Run 1, met1 routing:
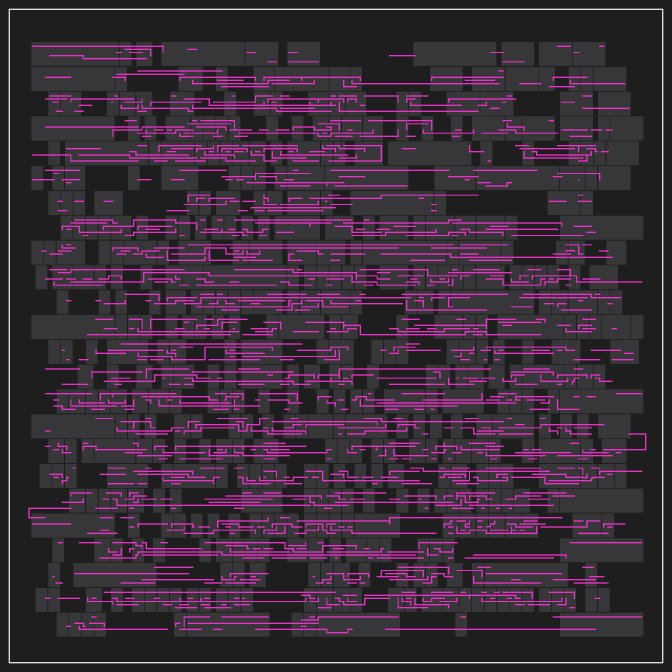
Run 1, signal wires on met2:
The bar under the picture is 20 um long.
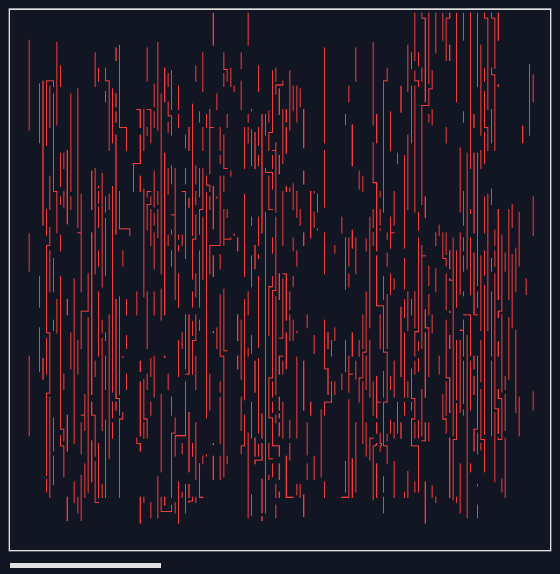
Run 1, signal wires on met3:
The bar under the picture is 20 um long.
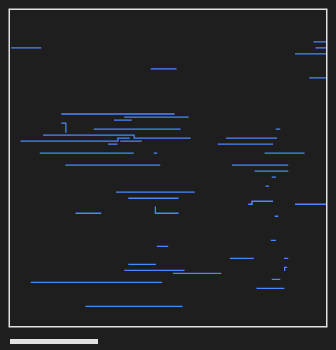
File: src/rtl/spi_arb_pkg.sv
`default_nettype none
// ============================================================================
// Module   : spi_arb_pkg
// Purpose  : Shared types and owner encodings for the SPI flash arbiter.
// Revision : 1.0 - initial release
// ============================================================================
package spi_arb_pkg;

    // Arbiter sequencing: wait for a request, idle the bus, own it, hand back.
    typedef enum logic [1:0] {
        S_IDLE    = 2'd0,
        S_GUARD   = 2'd1,
        S_GRANT   = 2'd2,
        S_RELEASE = 2'd3
    } arb_state_t;

    // Bus owner encoding as seen on owner_o; 2'b11 is never produced.
    localparam logic [1:0] OWN_NONE = 2'b00;
    localparam logic [1:0] OWN_MB   = 2'b01;
    localparam logic [1:0] OWN_WR   = 2'b10;

endpackage : spi_arb_pkg
`default_nettype wire

File: src/rtl/spi_arb_timer.sv
`default_nettype none
// ============================================================================
// Module   : spi_arb_timer
// Purpose  : Loadable up/down counter with saturation, zero and terminal
//            flags; serves as guard countdown and idle-owner timeout.
// Revision : 1.0 - initial release
// ============================================================================
module spi_arb_timer #(
    parameter int CNT_W = 16
) (
    input  logic             clk,
    input  logic             rst_n,
    input  logic             load,
    input  logic [CNT_W-1:0] load_val,
    input  logic             clr,
    input  logic             inc,
    input  logic             dec,
    input  logic [CNT_W-1:0] term_val,
    output logic [CNT_W-1:0] cnt,
    output logic             zero,
    output logic             term
);

    logic [CNT_W-1:0] r_cnt;

    // Load has priority, then clear, then count; both directions saturate.
    always_ff @(posedge clk or negedge rst_n) begin
        if (!rst_n) begin
            r_cnt <= '0;
        end else if (load) begin
            r_cnt <= load_val;
        end else if (clr) begin
            r_cnt <= '0;
        end else if (inc) begin
            if (r_cnt != '1) r_cnt <= r_cnt + CNT_W'(1);
        end else if (dec) begin
            if (r_cnt != '0) r_cnt <= r_cnt - CNT_W'(1);
        end
    end

    assign cnt  = r_cnt;
    assign zero = (r_cnt == '0);
    assign term = (r_cnt == term_val);

endmodule : spi_arb_timer
`default_nettype wire

File: src/rtl/spi_flash_arbiter.sv
`default_nettype none
// ============================================================================
// Module   : spi_flash_arbiter
// Purpose  : Hands the configuration-flash SPI bus to either the MicroBlaze
//            or the White Rabbit master, switching only between transactions
//            with an idle guard gap in between.
// Revision : 1.0 - initial release
// ============================================================================
module spi_flash_arbiter
    import spi_arb_pkg::*;
#(
    parameter int GUARD_CYCLES = 4,
    parameter int IDLE_TIMEOUT = 1024,
    parameter int CNT_W        = 16
) (
    input  logic       clk,
    input  logic       rst_n,
    input  logic       mb_req,
    output logic       mb_gnt,
    input  logic       mb_sck_i,
    input  logic       mb_mosi_i,
    input  logic       mb_ss_i,
    output logic       mb_miso_o,
    input  logic       wr_req,
    output logic       wr_gnt,
    input  logic       wr_sck_i,
    input  logic       wr_mosi_i,
    input  logic       wr_ss_i,
    output logic       wr_miso_o,
    output logic       sck_o,
    output logic       mosi_o,
    output logic       ss_o,
    input  logic       miso_i,
    output logic [1:0] owner_o,
    output logic       timeout_o
);

    localparam logic [CNT_W-1:0] c_guard   = CNT_W'(GUARD_CYCLES);
    // Timeout fires on the edge where the count would reach IDLE_TIMEOUT.
    localparam logic [CNT_W-1:0] c_to_last = CNT_W'((IDLE_TIMEOUT > 0) ? IDLE_TIMEOUT - 1 : 0);
    localparam logic             c_to_en   = (IDLE_TIMEOUT != 0);

    arb_state_t r_state, w_state_nxt;
    logic [1:0] r_pending, w_pending_nxt;
    logic [1:0] r_last, w_last_nxt;
    logic [1:0] r_owner, w_owner_nxt;
    logic       r_timeout, w_timeout_nxt;

    logic             w_load, w_clr, w_inc, w_dec;
    logic [CNT_W-1:0] w_cnt;
    logic             w_zero, w_term;

    logic w_own_req, w_own_ss, w_oth_req, w_inc_cond, w_pick_mb;

    spi_arb_timer #(
        .CNT_W (CNT_W)
    ) u_timer (
        .clk      (clk),
        .rst_n    (rst_n),
        .load     (w_load),
        .load_val (c_guard),
        .clr      (w_clr),
        .inc      (w_inc),
        .dec      (w_dec),
        .term_val (c_to_last),
        .cnt      (w_cnt),
        .zero     (w_zero),
        .term     (w_term)
    );

    // Requests and chip select of the pending/current owner versus the other side.
    always_comb begin
        w_own_req  = (r_pending == OWN_MB) ? mb_req  : wr_req;
        w_own_ss   = (r_pending == OWN_MB) ? mb_ss_i : wr_ss_i;
        w_oth_req  = (r_pending == OWN_MB) ? wr_req  : mb_req;
        w_inc_cond = w_own_ss && w_oth_req;
        // Sole requester wins; on a tie the side that did not own last wins.
        w_pick_mb  = mb_req && (!wr_req || (r_last == OWN_WR));
    end

    // Arbitration state register; reset leaves the bus unowned with MB favoured.
    always_ff @(posedge clk or negedge rst_n) begin
        if (!rst_n) begin
            r_state   <= S_IDLE;
            r_pending <= OWN_NONE;
            r_last    <= OWN_WR;
            r_owner   <= OWN_NONE;
            r_timeout <= 1'b0;
        end else begin
            r_state   <= w_state_nxt;
            r_pending <= w_pending_nxt;
            r_last    <= w_last_nxt;
            r_owner   <= w_owner_nxt;
            r_timeout <= w_timeout_nxt;
        end
    end

    // Next-state, ownership and timer control.
    always_comb begin
        w_state_nxt   = r_state;
        w_pending_nxt = r_pending;
        w_last_nxt    = r_last;
        w_owner_nxt   = r_owner;
        w_timeout_nxt = 1'b0;
        w_load        = 1'b0;
        w_clr         = 1'b0;
        w_inc         = 1'b0;
        w_dec         = 1'b0;
        case (r_state)
            S_IDLE: begin
                if (mb_req || wr_req) begin
                    w_pending_nxt = w_pick_mb ? OWN_MB : OWN_WR;
                    w_load        = 1'b1;
                    w_state_nxt   = S_GUARD;
                end
            end
            S_GUARD: begin
                if (!w_own_req) begin
                    w_state_nxt = S_IDLE;
                end else if (w_zero) begin
                    w_owner_nxt = r_pending;
                    w_state_nxt = S_GRANT;
                end else begin
                    w_dec = 1'b1;
                end
            end
            S_GRANT: begin
                // Both exits require the owner's SS high, so no transfer is cut.
                if (!w_own_req && w_own_ss) begin
                    w_owner_nxt = OWN_NONE;
                    w_state_nxt = S_RELEASE;
                end else if (c_to_en && w_inc_cond && w_term) begin
                    w_owner_nxt   = OWN_NONE;
                    w_timeout_nxt = 1'b1;
                    w_state_nxt   = S_RELEASE;
                end else if (w_inc_cond) begin
                    w_inc = 1'b1;
                end else begin
                    w_clr = 1'b1;
                end
            end
            S_RELEASE: begin
                w_last_nxt  = r_pending;
                w_clr       = 1'b1;
                w_state_nxt = S_IDLE;
            end
            default: begin
                w_state_nxt = S_IDLE;
            end
        endcase
    end

    // Bus steering from the registered owner only; unowned bus is parked idle.
    always_comb begin
        ss_o      = 1'b1;
        sck_o     = 1'b0;
        mosi_o    = 1'b0;
        mb_miso_o = 1'b0;
        wr_miso_o = 1'b0;
        case (r_owner)
            OWN_MB: begin
                ss_o      = mb_ss_i;
                sck_o     = mb_sck_i;
                mosi_o    = mb_mosi_i;
                mb_miso_o = miso_i;
            end
            OWN_WR: begin
                ss_o      = wr_ss_i;
                sck_o     = wr_sck_i;
                mosi_o    = wr_mosi_i;
                wr_miso_o = miso_i;
            end
            default: begin
                ss_o = 1'b1;
            end
        endcase
    end

    assign mb_gnt    = (r_owner == OWN_MB);
    assign wr_gnt    = (r_owner == OWN_WR);
    assign owner_o   = r_owner;
    assign timeout_o = r_timeout;

endmodule : spi_flash_arbiter
`default_nettype wire

File: config.mk
export PLATFORM = sky130hd
export DESIGN_NAME = spi_flash_arbiter
export DESIGN_NICKNAME = d
export VERILOG_FILES = /design/src/rtl/spi_arb_pkg.sv /design/src/rtl/spi_arb_timer.sv /design/src/rtl/spi_flash_arbiter.sv
export SDC_FILE = /design/constraint.sdc
export NUM_CORES = 1
export LEC_CHECK = 0
export ABC_AREA = 1
export CAP_MARGIN = 20
export CORE_MARGIN = 2
export CORE_UTILIZATION = 60
export CTS_BUF_LIST = sky130_fd_sc_hd__clkbuf_4 sky130_fd_sc_hd__clkbuf_8
export CTS_CLUSTER_SIZE = 12
export DETAILED_ROUTE_END_ITERATION = 10
export PLACE_DENSITY = 0.8
export SYNTH_ARGS = -nofsm -noshare
export SYNTH_HDL_FRONTEND = slang
export SYNTH_HIERARCHICAL = 1
export SYNTH_SLANG_ARGS = --single-unit
File: constraint.sdc
create_clock -name clk -period 8.75 [get_ports clk]
set_clock_uncertainty 0.15 [all_clocks]
set_input_delay 1.75 -clock clk [delete_from_list [all_inputs] [get_ports clk]]
set_output_delay 1.75 -clock clk [all_outputs]
set_load 0.005 [all_outputs]
==> results.yml, run 1 <==
# yosys + openroad results
global_routing:
  grt_max_degree: 26
  grt_pass1_vias: 2661
  antenna_found_initial: 0
clocking:
  cts_hold_buffers: 0
  insertion_delay_ns: 0.28
  clk_pin_slew_ns: 0.11
  numClockSinks: 25
  cts_resized: 0
  clockBufferDepth: 2
placement:
  hpwl_mm: 5.30
  placed_cells: 556
floorplanning:
  die_area_um2: 5110
  rows: 24
  die-width_um: 71.5
  fp_util: 0.623
  coreArea_um2: 4380
timing:
  final-hold-violation-count: 0
  period_used_share: 0.557
  worstMarginPinSlew_ns: 0.687
  maxSlewViolCount: 0
  whs_ns: 0.358
  layout_setup_ws_ns: 3.88
  rsz0062_at_grt: "false"
  max_slew_margin: 0.541
critical_path:
  critPathTopFamily: "simple AND/OR/NAND/NOR gates"
  crit_path_start: "wr_req"
  crit_top_cell: "nand2_1"
  arrival_ns: 4.89
job:
  warning_count: 27
layout:
  num-fill-cells: 398
  finalNonFillerCells: 560
  final_core_util: 0.717
run_status:
  outcome: "complete, no violations"
synthesis:
  synthesis.instances: 455
  flop_cell: "dfrtp_1"
  syn_area_um2: 2730
  ys_cells: 455
drt:
  routedWlPerCell_um: 12.4
  avgViaCountPerCell: 5.10
power_and_ir_drop:
  leakage_uw: 0.00176
Back to the opening pictures, 'met1 routing':
wire length on this layer = 3230 um
longest straight run = 29.0 um
main direction = horizontal
share of all routed wire = 47%

Back to the opening pictures, 'signal wires on met2':
main direction = vertical
wire length on this layer = 3190 um
nets with wire on the layer = 398
share of all routed wire = 46%
via count: 2856
M2 GR Usage: 0.481

Back to the opening pictures, 'signal wires on met3':
share of all routed wire = 5.9%
nets with wire on the layer = 28
main direction = horizontal
wire length on this layer = 405 um
WL final: 6.93 mm
met3 usage: 0.0309

==> run 1: cell usage in the layout (no fill, tap or decap), types with 2 or more instances in the layout <==
cell             instances
dfrtp_1                 24
conb_1                  35
nand2_2                  6
clkdlybuf4s50_1         20
o21ai_2                  5
nand3b_1                 2
nand2_1                155
clkbuf_8                 3
nor3_1                   2
o21ai_0                 13
inv_1                   74
nand3_1                 25
nand3_2                  4
and2_1                   3
ha_1                    16
nor2_1                  58
nor3_2                   2
or2_2                    3
xnor2_1                 13
buf_4                    2
inv_2                    2
nand4_1                  9
a21oi_1                 20
==> run 1: routing by layer <==
layer,vias up,GRT usage,part of all wire
li1,1486,-,-
met1,1277,0.393,0.47
met2,78,0.481,0.46
met3,15,0.0309,0.058
met4,0,0.0922,0.015
met5,-,0,0
==> run 1: where the power goes <==
group / internal [uW] / switching (uW)
Sequential: 166 / 81.0
Clock: 32.4 / 43.2
Combinational: 246 / 413
Total: 444 / 538
==> run 1: flip-flops by register name (all words and copies together) (netlist names), named ones only <==
name,count
u_timer/cnt,16
r_last,2
r_state,1
timeout_o,1
r_pending,2
owner_o,2
==> run 1: tightest hold or removal path, cell delays in order (launching register included) <==
cell and delay [ns]:
dfstp_2 0.38, nand2_1 0.05, o21ai_0 0.08
==> run 1: cells by family (layout without fill, tap and decap cells) <==
family                   Yosys count  after routing  share of synthesized area
flip-flops                        25             25                      0.230
other                              2             35                    0.00275
buffers and inverters             82            102                      0.120
XOR/XNOR                          13             13                     0.0417
adder cells (fa/ha/maj)           17             17                     0.0806
AND-OR/OR-AND                     44             44                     0.0976
AND/OR/NAND/NOR                  272            272                      0.427
==> run 1: stage by stage <==
step                      power, uW  cell area [um2]
after global placement          874             3100
final                           982             3150
after floorplan                 755             2860
after detailed placement        893             3100
after global routing           1100             3150
after CTS                       973             3150
==> run 1: synth_stat cells, types with 3 or more instances <==
cell	n	area (um2)
a21oi_1	20	100
nor3_1	3	15.0
xnor2_1	13	114
nand2_1	155	582
ha_1	16	200
o21ai_2	5	43.8
dfrtp_1	24	601
nand4_1	9	56.3
or2_2	3	18.8
nand3_2	4	40.0
nand2_2	6	37.5
inv_1	74	278
nor2_1	58	218
and2_1	3	18.8
nand3_1	25	125
o21ai_0	13	65.1
==> run 1: layout make-up <==
| cell class | count | area (um2) | share of cell area |
|---|---|---|---|
| tap | 52 | 65.1 | 0.0207 |
| inverter | 76 | 285 | 0.0907 |
| sequential | 25 | 627 | 0.199 |
| clock buffer | 3 | 41.3 | 0.0131 |
| multi-input combinational | 381 | 1900 | 0.605 |
| clock inverter | 1 | 7.51 | 0.00239 |
| timing repair buffer | 22 | 215 | 0.0684 |
==> run 1: final timing paths <==
path	to	slack (ns)	depth (start not counted)
worst max register to register	u_timer/cnt[6]	4.99	16
worst min-delay path	r_last[1]	0.36	2
worst max-delay path	u_timer/cnt[6]	3.88	17
max in group asynchronous	r_last[1]	6.46	2
worst min register to register	r_last[1]	0.36	2
min in group asynchronous	u_timer/cnt[1]	1.69	2
## Run 2: what changed since run 1
Settings changed: CORE_UTILIZATION 60 to 55, PLACE_DENSITY 0.8 to 0.77.
Clock period 8.75 ns to 4.12 ns, I/O delays scaled along.
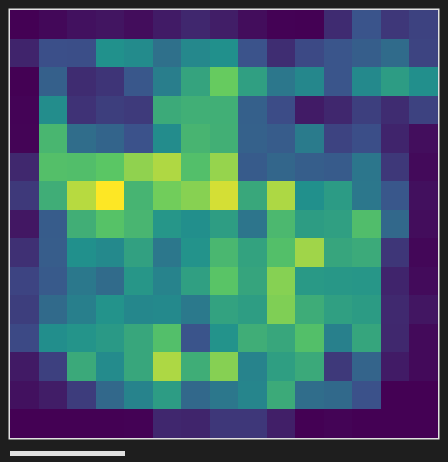
Run 2: routed metal per tile
The bar under the picture is 20 um long. 15 x 15 tiles, from dark purple (low) to yellow (high), scaled to the fullest tile. Values are wire area over tile area, all layers added.
mean over tiles = 0.19
densest ninth of the die = centre
tiles over half the peak = 34%
fullest tile = 0.52
emptiest ninth of the die = upper left

==> run 2 against run 1 <==
Die size is 8.6% higher. Largest power group unchanged. Power is 110% higher. Critical path type unchanged. Area after synthesis unchanged.
==> results.yml, run 2 <==
# yosys + openroad results
power_and_ir_drop:
  pwr-share-comb: 0.669
  seqPwrFrac: 0.255
  p_sw_frac: 0.544
  internal_power_uw: 944
synthesis:
  synthesis.instances: 455
  synth.top_cells.by_count: "155 x nand2_1, 74 x inv_1, 58 x nor2_1, 25 x nand3_1, 24 x dfrtp_1"
  synthTopCellsByArea: "dfrtp_1 22%, nand2_1 21%, inv_1 10%"
  netlist.area_leader.share: 0.220
  flop_cell: "dfrtp_1"
  yosysMostFrequentCell: "nand2_1"
  syn_area_um2: 2730
clocking:
  cts_resized: 0
  cts_hold_buffers: 0
  numClockSinks: 25
  insertion_delay_ns: 0.27
timing:
  final-hold-violation-count: 0
  whs_ns: 0.363
  worstMarginPinSlew_ns: 0.677
  max_slew_margin: 0.548
placement:
  placed_area_um2: 3130
  gp_congestion: 0.885
  hpwl_mm: 5.31
layout:
  largest_reg_flops: 16
  most-common-layout-cells: "155 x nand2_1, 74 x inv_1, 58 x nor2_1"
  fin_area_um2: 3180
  final_common_cell: "nand2_1"
floorplanning:
  fp_util: 0.574
  die-width_um: 74.5
  die_area_um2: 5550
  rows: 25
drt:
  wl_mm: 6.72
  antenna_left: 0
  avgViaCountPerCell: 4.79
  routedWlPerCell_um: 11.6
  vias: 2766
global_routing:
  antenna_found_initial: 0
  grt_max_degree: 26
run_status:
  outcome: "complete, no violations"
critical_path:
  critPathTopFamily: "buffers and inverters"
[run 2: worst register-to-register path: cells and delay by family (launching register included)]
kind / cells / cell delay [ns]
buf+inv: 4 / 0.75
flops: 1 / 0.48
fa+ha+maj: 1 / 0.38
simple gates: 14 / 1.83
[run 2: layout make-up]
| type | count | area [um2] |
|---|---|---|
| Fill cell | 463 | 1580 |
| Inverter | 76 | 285 |
| Timing Repair Buffer | 24 | 230 |
| Tap cell | 67 | 83.8 |
| Clock inverter | 1 | 5.00 |
| Sequential cell | 25 | 627 |
| Clock buffer | 3 | 41.3 |
| Multi-Input combinational cell | 381 | 1900 |
[run 2: path summary, 6_finish.rpt]
check | slack (ns) | to | startpoint | cells past startpoint
setup / recovery | 0.42 | u_timer/cnt[12] | wr_req | 15
hold / removal | 0.36 | r_last[1] | r_last[1] | 2
setup reg to reg | 0.48 | u_timer/cnt[9] | u_timer/cnt[11] | 19
max in group asynchronous | 2.76 | r_last[1] | rst_n | 2
min in group asynchronous | 0.76 | u_timer/cnt[5] | rst_n | 2
hold reg to reg | 0.36 | r_last[1] | r_last[1] | 2
[run 2: routing by layer]
metal | global-route usage | share of wire
met4 | 0.0675 | 0.0086
met1 | 0.355 | 0.47
met3 | 0.0393 | 0.063
met5 | 0 | 0
met2 | 0.431 | 0.46
[run 2: through the flow]
step / setup WS [ns] / utilization / total power, uW / cells
3_5_place_dp: 0.217 / 0.658 / 1900 / 573
4_1_cts: 0.447 / 0.668 / 2060 / 577
6_report: 0.420 / 0.668 / 2070 / 577
2_1_floorplan: 0.923 / - / 1600 / 488
5_1_grt: 0.0984 / 0.668 / 2330 / 577
3_3_place_gp: 0.299 / 0.658 / 1870 / 573
[run 2: kinds of logic (layout without fill, tap and decap cells)]
| kind of cell | Yosys count | after routing | share of synthesized area |
|---|---|---|---|
| and+or+nand+nor | 272 | 272 | 0.427 |
| buffers and inverters | 82 | 104 | 0.120 |
| AOI/OAI and AO/OA | 44 | 44 | 0.0976 |
| DFF | 25 | 25 | 0.230 |
| adders and majority gates | 17 | 17 | 0.0806 |
| xor gates and xnor gates | 13 | 13 | 0.0417 |
| other | 2 | 35 | 0.00275 |
[run 2: power by group through the flow]
stage | clock (uW) | sequential [uW] | combinational (uW)
after floorplan | 0 | 467 | 1140
final | 157 | 528 | 1390
after global routing | 171 | 540 | 1620
after CTS | 159 | 524 | 1380
after detailed placement | 0 | 529 | 1370
after global placement | 0 | 525 | 1350
Power and IR drop assume default switching activity.
